**config.mk**
```make
export PLATFORM = sky130hd
export DESIGN_NAME = spi_frame_sequencer
export DESIGN_NICKNAME = d
export VERILOG_FILES = /design/src/rtl/spi_frame_sequencer.sv
export SDC_FILE = /design/constraint.sdc
export NUM_CORES = 1
export LEC_CHECK = 0
export CELL_PAD_IN_SITES_DETAIL_PLACEMENT = 1
export CELL_PAD_IN_SITES_GLOBAL_PLACEMENT = 2
export CORE_ASPECT_RATIO = 0.7
export CORE_UTILIZATION = 37
export DETAILED_ROUTE_END_ITERATION = 16
export PLACE_DENSITY_LB_ADDON = 0.1
export SETUP_SLACK_MARGIN = 0.15
export SLEW_MARGIN = 30
export SYNTH_ARGS = -nofsm -noshare
export SYNTH_HDL_FRONTEND = slang
export SYNTH_SLANG_ARGS = --single-unit
export TNS_END_PERCENT = 100
```
**constraint.sdc**
```tcl
create_clock -name clk -period 3.7 [get_ports clk]
set_input_delay 0.74 -clock clk [delete_from_list [all_inputs] [get_ports clk]]
set_output_delay 0.74 -clock clk [all_outputs]
set_load 0.1 [all_outputs]
```
**src/rtl/spi_frame_sequencer.sv**
```systemverilog
// spi_frame_sequencer
// Captures a counter snapshot on each frame request and sends it to the
// byte-level SPI master as a hi/lo byte pair, framed by slave select.
// A one-deep pending slot holds a request that arrives while a frame is in
// progress. o_overrun counts pending values that were overwritten, saturating at 255.
// Optional feature macro: SPI_FRAME_CHECKSUM_EN appends a third byte (hi XOR lo).
module spi_frame_sequencer #(
    parameter int DATA_W       = 14,
    parameter int SS_SETUP_CYC = 4,
    parameter int SS_HOLD_CYC  = 4
) (
    input  logic              clk,
    input  logic              reset,
    input  logic              i_req,
    input  logic [DATA_W-1:0] i_data,
    output logic              o_start,
    output logic [7:0]        o_tx_data,
    input  logic              i_done,
    output logic              o_ss,
    output logic              o_busy,
    output logic              o_frame_done,
    output logic [7:0]        o_overrun
);

`ifdef SPI_FRAME_CHECKSUM_EN
    localparam logic [1:0] LAST_IDX = 2'd2;
`else
    localparam logic [1:0] LAST_IDX = 2'd1;
`endif

    localparam logic [7:0] SETUP_LAST = 8'(SS_SETUP_CYC - 1);
    localparam logic [7:0] HOLD_LAST  = 8'(SS_HOLD_CYC - 1);

    typedef enum logic [2:0] {
        IDLE,
        SETUP,
        START_B,
        WAIT_B,
        HOLD
    } state_t;

    state_t            r_state;
    state_t            w_nextState;
    logic [7:0]        r_cnt;
    logic [7:0]        w_nextCnt;
    logic [1:0]        r_idx;
    logic [1:0]        w_nextIdx;
    logic              w_launch;
    logic [DATA_W-1:0] r_shadow;
    logic [DATA_W-1:0] r_pendData;
    logic              r_pending;
    logic [7:0]        r_overrun;
    logic [15:0]       w_padded;
    logic [7:0]        w_hiByte;
    logic [7:0]        w_loByte;

    // Zero-pad the captured word to 16 bits and split it into hi/lo bytes.
    assign w_padded = 16'(r_shadow);
    assign w_hiByte = w_padded[15:8];
    assign w_loByte = w_padded[7:0];

    assign o_busy    = (r_state != IDLE);
    assign o_overrun = r_overrun;

    // FSM state, gap counter and byte index registers.
    always_ff @(posedge clk or posedge reset) begin
        if (reset) begin
            r_state <= IDLE;
            r_cnt   <= 8'd0;
            r_idx   <= 2'd0;
        end else begin
            r_state <= w_nextState;
            r_cnt   <= w_nextCnt;
            r_idx   <= w_nextIdx;
        end
    end

    // Next-state logic and frame control outputs. Slave select is decoded from
    // state so that it rises in the final HOLD cycle together with o_frame_done.
    always_comb begin
        w_nextState  = r_state;
        w_nextCnt    = r_cnt;
        w_nextIdx    = r_idx;
        w_launch     = 1'b0;
        o_start      = 1'b0;
        o_ss         = 1'b1;
        o_frame_done = 1'b0;
        case (r_state)
            IDLE: begin
                if (i_req || r_pending) begin
                    w_launch    = 1'b1;
                    w_nextState = SETUP;
                    w_nextCnt   = 8'd0;
                    w_nextIdx   = 2'd0;
                end
            end
            SETUP: begin
                o_ss = 1'b0;
                if (r_cnt == SETUP_LAST) begin
                    w_nextState = START_B;
                    w_nextCnt   = 8'd0;
                end else begin
                    w_nextCnt = r_cnt + 8'd1;
                end
            end
            START_B: begin
                o_ss        = 1'b0;
                o_start     = 1'b1;
                w_nextState = WAIT_B;
            end
            WAIT_B: begin
                o_ss = 1'b0;
                if (i_done) begin
                    if (r_idx == LAST_IDX) begin
                        w_nextState = HOLD;
                        w_nextCnt   = 8'd0;
                    end else begin
                        w_nextIdx   = r_idx + 2'd1;
                        w_nextState = START_B;
                    end
                end
            end
            HOLD: begin
                if (r_cnt == HOLD_LAST) begin
                    o_frame_done = 1'b1;
                    w_nextState  = IDLE;
                    w_nextCnt    = 8'd0;
                end else begin
                    o_ss      = 1'b0;
                    w_nextCnt = r_cnt + 8'd1;
                end
            end
            default: begin
                w_nextState = IDLE;
            end
        endcase
    end

    // Shadow register: loaded only when a frame launches; a fresh request
    // wins over the pending value, so bytes never change within a frame.
    always_ff @(posedge clk or posedge reset) begin
        if (reset) begin
            r_shadow <= '0;
        end else if (w_launch) begin
            r_shadow <= i_req ? i_data : r_pendData;
        end
    end

    // One-deep pending slot for requests that arrive while busy, with a
    // saturating count of pending values that got overwritten.
    always_ff @(posedge clk or posedge reset) begin
        if (reset) begin
            r_pendData <= '0;
            r_pending  <= 1'b0;
            r_overrun  <= 8'd0;
        end else if (i_req && (r_state != IDLE)) begin
            r_pendData <= i_data;
            r_pending  <= 1'b1;
            if (r_pending && (r_overrun != 8'hFF)) begin
                r_overrun <= r_overrun + 8'd1;
            end
        end else if (w_launch) begin
            r_pending <= 1'b0;
        end
    end

    // Byte selection for the SPI master, driven from the frozen shadow word.
    always_comb begin
        o_tx_data = 8'h00;
        case (r_idx)
            2'd0: o_tx_data = w_hiByte;
            2'd1: o_tx_data = w_loByte;
`ifdef SPI_FRAME_CHECKSUM_EN
            2'd2: o_tx_data = w_hiByte ^ w_loByte;
`endif
            default: o_tx_data = 8'h00;
        endcase
    end

endmodule

```
==> ci_impl_report.md <==
## Synthesis and layout report

| Metric | Value |
|---|---|
| Minimum clock period | 2.721 ns |
| Reg2reg end | r_cnt[6] |
| Post-place instance area | 2840 µm² |
| Worst slew margin | 34.80% |
| Met2 WL | 2.300 mm |
| Post-synth regs | 50 |
| CLK BUF | 7 |
| Min-Delay Endpoint | r_shadow[3] |
| HP Class | flip-flop to flip-flop |
| WS Path Type | flip-flop to output port |
| Adder-Cell Fraction of Synth Area | 2.059% |
| Drt pass-1 iters | 4 |
| CP peak stage delay | 0.44 ns |
| Tap cells | 78 |
| Clock-cell share of area | 3.596% |
| DR DRC count | 0 |
| Yosys simple share | 13.02% |
| Commonest cells in the synthesized netlist | 50 x dfrtp_1, 20 x nand2_1, 17 x o21ai_1 |
| Worst path depth | 5 |
| Finish-stage setup viols | 0 |
| MI comb cells | 153 |
| Synth Cell Area | 2431 µm² |
| Final antenna-violating net count | 0 |
| Worst-path cell chain | nor4_2 > and3_1 > nand3b_1 > o21a_1 > buf_4 |
| Final Net Count | 280 |
| Mapped Cells | 221 |
| Synth area leader | dfrtp_1 |
| GR peak layer | met2 |
| Max Cap Viol | 0 |
| Run status | complete, no violations |
| Flops | 50 |
| Clock Latency Late Sink | 0.30 ns |
| Yosys top cell by instances | dfrtp_1 |
| Fillers | 698 |
| Top non-seq family | AND-OR/OR-AND gates |
| Setup repair bufs after CTS | 0 |
| Top cells, area | dfrtp_1 51%, mux2_1 6.9%, mux2i_1 5.8%, o21ai_1 3.5%, a22o_1 3.2% |
| Largest net degree at the start of global routing | 29 |
| Number of global-route vias before repair | 1857 |
| Signal buffers share of area | 12.52% |
| Uppermost layer routed | met4 |
| Clock tree from TritonCTS | done |
| CTS root buffer | clkbuf_8 |
| R2R cell count | 6 |
| Final Skew | 0.006538 ns |
| WL met3 | 143 µm |
| CTS clk-pin slew, worst paths | 0.09 ns |
| Hold_buf cts | 0 |
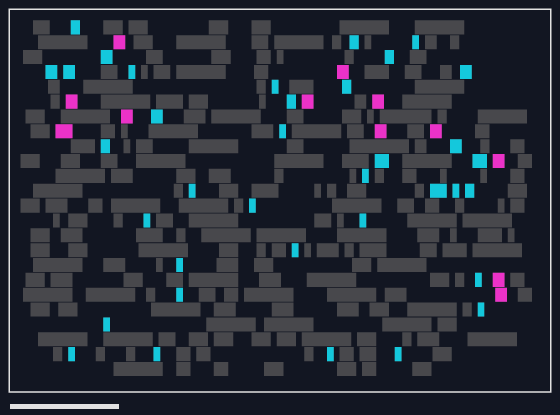
**Above:** selected gate families.
Bar = 20 µm.
colour	family	cells	most used
cyan	nand cells	36	nand2_1
magenta	and/or cells	12	and3_1
non-filler cells, final: 337
fraction of area in multi-input gates: 37.39%
highest-count logic cell in the final layout: dfrtp_1

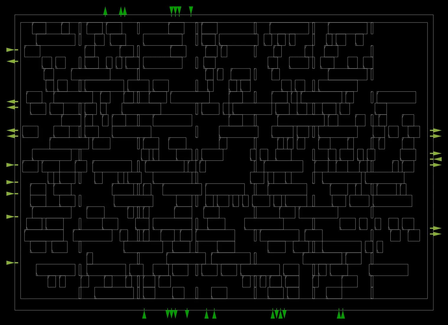
**Above:** cell outlines without signal wires.
Core Rows: 24
Core Footprint: 6276 µm²

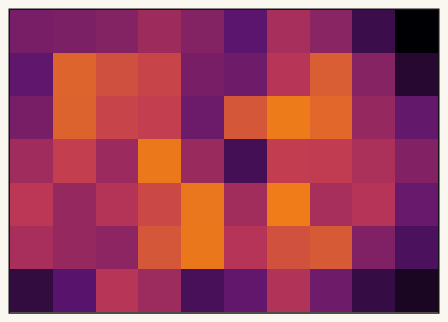
**Above:** placement density heat map.
The die is cut into 10 by 7 equal tiles; black is low, pale yellow is high, 0 to 100% covered.
nearly empty tiles	1.4%
fullest tile	70%
mean over tiles	41%

